`src/rtl/control_pkg.sv`:
```
// Shared encodings for the multi-cycle MIPS control unit: opcodes, functs,
// FSM states, datapath select codes and the instruction class enum.
package control_pkg;

    localparam logic [5:0] OP_RTYPE = 6'b000000;
    localparam logic [5:0] OP_J     = 6'b000010;
    localparam logic [5:0] OP_JAL   = 6'b000011;
    localparam logic [5:0] OP_BEQ   = 6'b000100;
    localparam logic [5:0] OP_BNE   = 6'b000101;
    localparam logic [5:0] OP_ADDI  = 6'b001000;
    localparam logic [5:0] OP_ADDIU = 6'b001001;
    localparam logic [5:0] OP_SLTI  = 6'b001010;
    localparam logic [5:0] OP_SLTIU = 6'b001011;
    localparam logic [5:0] OP_ANDI  = 6'b001100;
    localparam logic [5:0] OP_ORI   = 6'b001101;
    localparam logic [5:0] OP_XORI  = 6'b001110;
    localparam logic [5:0] OP_LUI   = 6'b001111;
    localparam logic [5:0] OP_LB    = 6'b100000;
    localparam logic [5:0] OP_LH    = 6'b100001;
    localparam logic [5:0] OP_LW    = 6'b100011;
    localparam logic [5:0] OP_LBU   = 6'b100100;
    localparam logic [5:0] OP_LHU   = 6'b100101;
    localparam logic [5:0] OP_LWU   = 6'b100111;
    localparam logic [5:0] OP_SB    = 6'b101000;
    localparam logic [5:0] OP_SH    = 6'b101001;
    localparam logic [5:0] OP_SW    = 6'b101011;

    localparam logic [5:0] FN_SLL  = 6'b000000;
    localparam logic [5:0] FN_SRL  = 6'b000010;
    localparam logic [5:0] FN_SRA  = 6'b000011;
    localparam logic [5:0] FN_SLLV = 6'b000100;
    localparam logic [5:0] FN_SRLV = 6'b000110;
    localparam logic [5:0] FN_SRAV = 6'b000111;
    localparam logic [5:0] FN_JR   = 6'b001000;
    localparam logic [5:0] FN_JALR = 6'b001001;
    localparam logic [5:0] FN_ADD  = 6'b100000;
    localparam logic [5:0] FN_ADDU = 6'b100001;
    localparam logic [5:0] FN_SUB  = 6'b100010;
    localparam logic [5:0] FN_SUBU = 6'b100011;
    localparam logic [5:0] FN_AND  = 6'b100100;
    localparam logic [5:0] FN_OR   = 6'b100101;
    localparam logic [5:0] FN_XOR  = 6'b100110;
    localparam logic [5:0] FN_NOR  = 6'b100111;
    localparam logic [5:0] FN_SLT  = 6'b101010;
    localparam logic [5:0] FN_SLTU = 6'b101011;

    typedef enum logic [2:0] {
        ST_IDLE, ST_FETCH, ST_DECODE, ST_EXEC, ST_MEM, ST_WB, ST_ERROR
    } state_t;

    localparam logic [1:0] ALU_ADD = 2'b00;
    localparam logic [1:0] ALU_SUB = 2'b01;
    localparam logic [1:0] ALU_RFN = 2'b10;
    localparam logic [1:0] ALU_IFN = 2'b11;

    localparam logic [1:0] PC_PLUS4  = 2'b00;
    localparam logic [1:0] PC_BRANCH = 2'b01;
    localparam logic [1:0] PC_JUMP   = 2'b10;
    localparam logic [1:0] PC_RS     = 2'b11;

    localparam logic [1:0] SRCB_RT     = 2'b00;
    localparam logic [1:0] SRCB_FOUR   = 2'b01;
    localparam logic [1:0] SRCB_IMM    = 2'b10;
    localparam logic [1:0] SRCB_IMMSH2 = 2'b11;

    localparam logic [1:0] W_BYTE = 2'b00;
    localparam logic [1:0] W_HALF = 2'b01;
    localparam logic [1:0] W_WORD = 2'b10;
    localparam logic [1:0] W_NA   = 2'b11;

    typedef enum logic [3:0] {
        CL_R, CL_JR, CL_JALR, CL_J, CL_JAL, CL_BR, CL_IALU, CL_LOAD, CL_STORE, CL_ILLEGAL
    } iclass_t;

endpackage

```
`src/rtl/control_class_decode.sv`:
```
// Combinational opcode/funct classifier: instruction class plus the memory
// access width and signedness that travel with it.
module control_class_decode
    import control_pkg::*;
#(
    parameter int NB_OP = 6
) (
    input  logic [NB_OP-1:0] i_opcode,
    input  logic [NB_OP-1:0] i_funct,
    output iclass_t          o_class,
    output logic [1:0]       o_width,
    output logic             o_sign_flag,
    output logic             o_illegal
);

    always_comb begin
        o_class     = CL_ILLEGAL;
        o_width     = W_NA;
        o_sign_flag = 1'b0;
        case (i_opcode)
            OP_RTYPE: begin
                case (i_funct)
                    FN_JR:   o_class = CL_JR;
                    FN_JALR: o_class = CL_JALR;
                    FN_SLL, FN_SRL, FN_SRA, FN_SLLV, FN_SRLV, FN_SRAV,
                    FN_ADD, FN_ADDU, FN_SUB, FN_SUBU, FN_AND, FN_OR,
                    FN_XOR, FN_NOR, FN_SLT, FN_SLTU: o_class = CL_R;
                    default: o_class = CL_ILLEGAL;
                endcase
            end
            OP_J:   o_class = CL_J;
            OP_JAL: o_class = CL_JAL;
            OP_BEQ, OP_BNE: o_class = CL_BR;
            OP_ADDI, OP_SLTI, OP_ANDI, OP_ORI, OP_XORI: o_class = CL_IALU;
            OP_ADDIU, OP_SLTIU, OP_LUI: begin
                o_class     = CL_IALU;
                o_sign_flag = 1'b1;
            end
            OP_LB:  begin o_class = CL_LOAD;  o_width = W_BYTE; end
            OP_LH:  begin o_class = CL_LOAD;  o_width = W_HALF; end
            OP_LW:  begin o_class = CL_LOAD;  o_width = W_WORD; end
            OP_LBU: begin o_class = CL_LOAD;  o_width = W_BYTE; o_sign_flag = 1'b1; end
            OP_LHU: begin o_class = CL_LOAD;  o_width = W_HALF; o_sign_flag = 1'b1; end
            OP_LWU: begin o_class = CL_LOAD;  o_width = W_WORD; o_sign_flag = 1'b1; end
            OP_SB:  begin o_class = CL_STORE; o_width = W_BYTE; end
            OP_SH:  begin o_class = CL_STORE; o_width = W_HALF; end
            OP_SW:  begin o_class = CL_STORE; o_width = W_WORD; end
            default: o_class = CL_ILLEGAL;
        endcase
    end

    assign o_illegal = (o_class == CL_ILLEGAL);

endmodule

```
`src/rtl/multicycle_control.sv`:
```
// Multi-cycle MIPS control FSM: FETCH/DECODE/EXEC/MEM/WB sequencing, memory
// ready handshake with timeout, debug halt at instruction boundaries.
module multicycle_control
    import control_pkg::*;
#(
    parameter int NB_OP       = 6,
    parameter int NB_STATE    = 3,
    parameter int MEM_TIMEOUT = 255
) (
    input  logic                clk,
    input  logic                i_reset,
    input  logic [NB_OP-1:0]    i_opcode,
    input  logic [NB_OP-1:0]    i_funct,
    input  logic                i_mem_ready,
    input  logic                i_halt,
    output logic [NB_STATE-1:0] o_state,
    output logic                o_pc_write,
    output logic                o_pc_write_cond,
    output logic                o_branch_ne,
    output logic [1:0]          o_pc_src,
    output logic                o_ir_write,
    output logic                o_iord,
    output logic                o_mem_read,
    output logic                o_mem_write,
    output logic [1:0]          o_width,
    output logic                o_sign_flag,
    output logic                o_alu_src_a,
    output logic [1:0]          o_alu_src_b,
    output logic [1:0]          o_alu_op,
    output logic                o_reg_write,
    output logic                o_reg_dst,
    output logic                o_mem2reg,
    output logic                o_link,
    output logic                o_instr_done,
    output logic                o_illegal,
    output logic                o_halted,
    output logic                o_error
);

    localparam int CNT_W = (MEM_TIMEOUT > 0) ? $clog2(MEM_TIMEOUT + 1) : 1;

    state_t           r_state;
    state_t           w_next;
    state_t           w_boundary;
    logic [CNT_W-1:0] r_wait_cnt;
    iclass_t          w_class;
    logic [1:0]       w_width;
    logic             w_sign;
    logic             w_illegal;
    logic             w_waiting;
    logic             w_timeout;

    control_class_decode #(.NB_OP(NB_OP)) u_class_decode (
        .i_opcode    (i_opcode),
        .i_funct     (i_funct),
        .o_class     (w_class),
        .o_width     (w_width),
        .o_sign_flag (w_sign),
        .o_illegal   (w_illegal)
    );

    assign w_waiting  = ((r_state == ST_FETCH) || (r_state == ST_MEM)) && !i_mem_ready;
    assign w_boundary = i_halt ? ST_IDLE : ST_FETCH;

    // Timeout fires on the MEM_TIMEOUT-th consecutive wait cycle; a ready in
    // that same cycle never reaches here because w_waiting is then low.
    generate
        if (MEM_TIMEOUT > 0) begin : g_timeout
            assign w_timeout = w_waiting && (r_wait_cnt == CNT_W'(MEM_TIMEOUT - 1));
        end else begin : g_no_timeout
            assign w_timeout = 1'b0;
        end
    endgenerate

    always_ff @(posedge clk or negedge i_reset) begin
        if (!i_reset) begin
            r_state    <= ST_IDLE;
            r_wait_cnt <= '0;
        end else begin
            r_state <= w_next;
            if (w_next != r_state)
                r_wait_cnt <= '0;
            else if (w_waiting)
                r_wait_cnt <= r_wait_cnt + 1'b1;
        end
    end

    always_comb begin
        w_next = r_state;
        case (r_state)
            ST_IDLE:   if (!i_halt) w_next = ST_FETCH;
            ST_FETCH:  begin
                if (i_mem_ready)    w_next = ST_DECODE;
                else if (w_timeout) w_next = ST_ERROR;
            end
            ST_DECODE: w_next = w_illegal ? w_boundary : ST_EXEC;
            ST_EXEC:   begin
                case (w_class)
                    CL_R, CL_IALU:     w_next = ST_WB;
                    CL_LOAD, CL_STORE: w_next = ST_MEM;
                    default:           w_next = w_boundary;
                endcase
            end
            ST_MEM:    begin
                if (i_mem_ready)    w_next = (w_class == CL_LOAD) ? ST_WB : w_boundary;
                else if (w_timeout) w_next = ST_ERROR;
            end
            ST_WB:     w_next = w_boundary;
            ST_ERROR:  w_next = ST_ERROR;
            default:   w_next = ST_IDLE;
        endcase
    end

    always_comb begin
        o_pc_write      = 1'b0;
        o_pc_write_cond = 1'b0;
        o_branch_ne     = 1'b0;
        o_pc_src        = PC_PLUS4;
        o_ir_write      = 1'b0;
        o_iord          = 1'b0;
        o_mem_read      = 1'b0;
        o_mem_write     = 1'b0;
        o_width         = W_NA;
        o_sign_flag     = 1'b0;
        o_alu_src_a     = 1'b0;
        o_alu_src_b     = SRCB_RT;
        o_alu_op        = ALU_ADD;
        o_reg_write     = 1'b0;
        o_reg_dst       = 1'b0;
        o_mem2reg       = 1'b0;
        o_link          = 1'b0;
        o_instr_done    = 1'b0;
        o_illegal       = 1'b0;
        o_halted        = 1'b0;
        o_error         = 1'b0;
        case (r_state)
            ST_IDLE:   o_halted = 1'b1;
            ST_FETCH:  begin
                o_mem_read  = 1'b1;
                o_alu_src_b = SRCB_FOUR;
                o_ir_write  = i_mem_ready;
                o_pc_write  = i_mem_ready;
            end
            ST_DECODE: begin
                o_alu_src_b  = SRCB_IMMSH2;
                o_illegal    = w_illegal;
                o_instr_done = w_illegal;
            end
            ST_EXEC:   begin
                case (w_class)
                    CL_R: begin
                        o_alu_src_a = 1'b1;
                        o_alu_op    = ALU_RFN;
                    end
                    CL_JR, CL_JALR: begin
                        o_pc_write   = 1'b1;
                        o_pc_src     = PC_RS;
                        o_reg_write  = (w_class == CL_JALR);
                        o_link       = (w_class == CL_JALR);
                        o_instr_done = 1'b1;
                    end
                    CL_J, CL_JAL: begin
                        o_pc_write   = 1'b1;
                        o_pc_src     = PC_JUMP;
                        o_reg_write  = (w_class == CL_JAL);
                        o_link       = (w_class == CL_JAL);
                        o_instr_done = 1'b1;
                    end
                    CL_BR: begin
                        o_alu_src_a     = 1'b1;
                        o_alu_op        = ALU_SUB;
                        o_pc_write_cond = 1'b1;
                        o_pc_src        = PC_BRANCH;
                        o_branch_ne     = (i_opcode == OP_BNE);
                        o_instr_done    = 1'b1;
                    end
                    CL_IALU: begin
                        o_alu_src_a = 1'b1;
                        o_alu_src_b = SRCB_IMM;
                        o_alu_op    = ALU_IFN;
                        o_sign_flag = w_sign;
                    end
                    CL_LOAD, CL_STORE: begin
                        o_alu_src_a = 1'b1;
                        o_alu_src_b = SRCB_IMM;
                    end
                    default: ;
                endcase
            end
            ST_MEM:    begin
                o_iord       = 1'b1;
                o_width      = w_width;
                o_sign_flag  = w_sign;
                o_mem_read   = (w_class == CL_LOAD);
                o_mem_write  = (w_class == CL_STORE);
                o_instr_done = (w_class == CL_STORE) && i_mem_ready;
            end
            ST_WB:     begin
                o_reg_write  = 1'b1;
                o_reg_dst    = (w_class != CL_R);
                o_instr_done = 1'b1;
                if (w_class == CL_LOAD) begin
                    o_mem2reg   = 1'b1;
                    o_width     = w_width;
                    o_sign_flag = w_sign;
                end
            end
            ST_ERROR:  o_error = 1'b1;
            default: ;
        endcase
    end

    assign o_state = NB_STATE'(r_state);

endmodule
```
`config.mk`:
```
export PLATFORM = sky130hd
export DESIGN_NAME = multicycle_control
export DESIGN_NICKNAME = d
export VERILOG_FILES = /design/src/rtl/control_pkg.sv /design/src/rtl/control_class_decode.sv /design/src/rtl/multicycle_control.sv
export SDC_FILE = /design/constraint.sdc
export NUM_CORES = 1
export LEC_CHECK = 0
export CORE_ASPECT_RATIO = 1.75
export CORE_MARGIN = 2
export CORE_UTILIZATION = 50
export DETAILED_ROUTE_END_ITERATION = 12
export GPL_TIMING_DRIVEN = 0
export PLACE_DENSITY = 0.93
export SLEW_MARGIN = 20
export SYNTH_ARGS = -nofsm -noshare
export SYNTH_HDL_FRONTEND = slang
export SYNTH_SLANG_ARGS = --single-unit
export TNS_END_PERCENT = 100
```
`constraint.sdc`:
```
create_clock -name clk -period 3.4 [get_ports clk]
set_clock_uncertainty 0.05 [all_clocks]
set_input_delay 0.68 -clock clk [delete_from_list [all_inputs] [get_ports clk]]
set_output_delay 0.68 -clock clk [all_outputs]
set_load 0.1 [all_outputs]
```
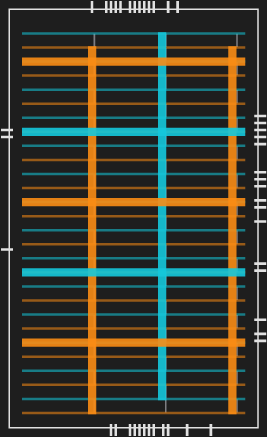
Fig. 1. Supply network.
Pins as bars on the die edge. Tap cells in gray.
Key: orange = VSS; cyan = VDD
3 straps on met4. 5 straps on met5. The core has 27 rows. 28 met1 rails follow the rows. 44 signal pins sit on the boundary.

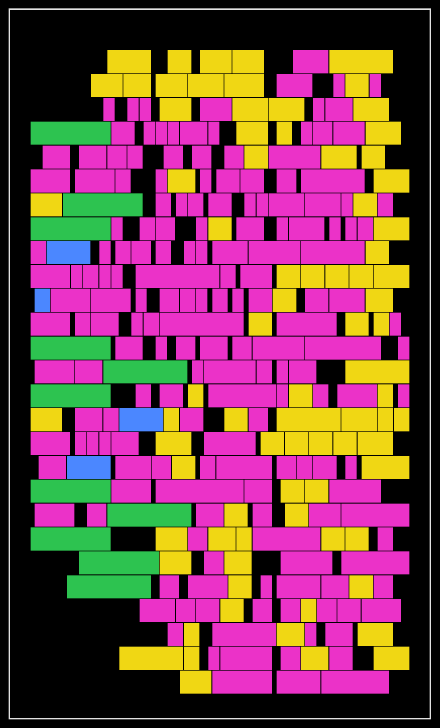
Fig. 2. Placed cells, one color a class.
Key: magenta = all other logic [cells 175]; green = flip-flops [cells 11]; yellow = other buffers and delay cells [cells 80]; blue = clock drivers and dummy loads [cells 4]

==> results.toml <==
# synthesis and place-and-route metrics
[setup_path]
cp_top_family = "AND-OR/OR-AND gates"
regToRegSetupSlack_ns = 1.02
crit_buf_inv = 2
crit_path_end_kind = "output pin"
endpoint = "o_instr_done"
worst_path_largest_cell_delay_ns = 0.40

[final_layout]
largest_reg_flops = 8
nMultiInputCombCells = 168
clockBufferCount = 3
nets = 289
n_antenna_cell = 0
seq_share = 0.108
largest-register = "r_wait_cnt"
inv_count = 7
layout_top_cells = "buf_4 (30), nor2_1 (20), nand2_1 (19)"

[power_and_ir_drop]
power_frac_seq = 0.110
leakage_nw = 1.06
p_comb_w = 0.00135
comb_power_share = 0.809

[grt]
grt_overflow = 0
use_met1 = 0.287
grtUsageMet3 = 0.0517

[die]
core.rowCount = 27
die-width_um = 47.8
dieArea_sq_um = 3860

[hold_path]
hold_class = "reg -> reg"

[run_status]
status = "completed"

[sta]
rsz0062_at_grt = "true"
max_freq_ghz = 0.295
drv_slew = 0
setup_slack_ns = 0.0154
worst_pin_slew_ns = 0.989

[synthesis]
most_common_cell = "nor2_1"
ys_top_cells_by_count = "nor2_1 (23), nand2_1 (20), dfrtp_1 (11)"
async_reset_ff_frac = 1.00
avgSynthCellArea_sq_um = 8.40
aoi_share = 0.346
synth_area_sq_um = 1680

[cts]
cts-buffers-inserted = 3
clockBufferDepth = 2

[detailed_routing]
route.met3.wl_um = 246
via_count = 1919

[place]
dpl.cell_count = 284
dpl.hpwl_um = 3790
dpl_cell_area_sq_um = 2250
gp_congestion = 0.951

[job]
cap_violations = 0
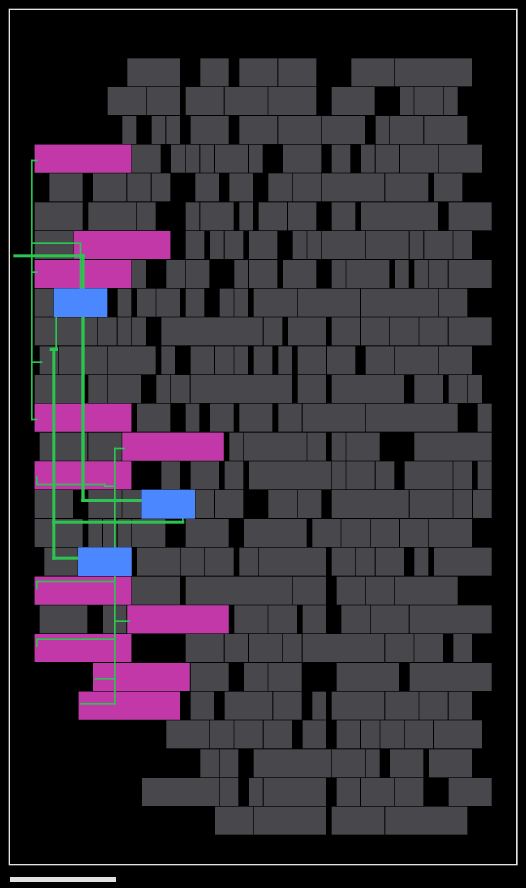
Fig. 3. Clock network drawn from the DEF.
Scale bar: 10 um.
Key: magenta = flip-flops [count 11]; blue = cells driving clock nets [count 3]; green = clock wires [length 170 um]
There are 4 routed clock nets.
Clock Latency Late Sink: 0.24 ns
P_clk: 0.000134 W
clock share of power: 0.081

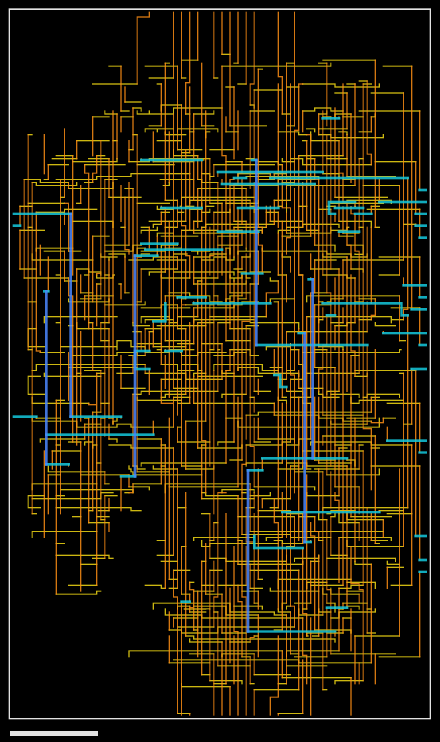
Fig. 4. Metal layers overlaid.
Scale bar: 10 um.
Key: yellow = met1 [wire length 2070 um]; orange = met2 [wire length 3420 um]; cyan = met3 [wire length 247 um]; blue = met4 [wire length 152 um]

Power figures rest on the tool's default switching activity, not on a simulated workload.
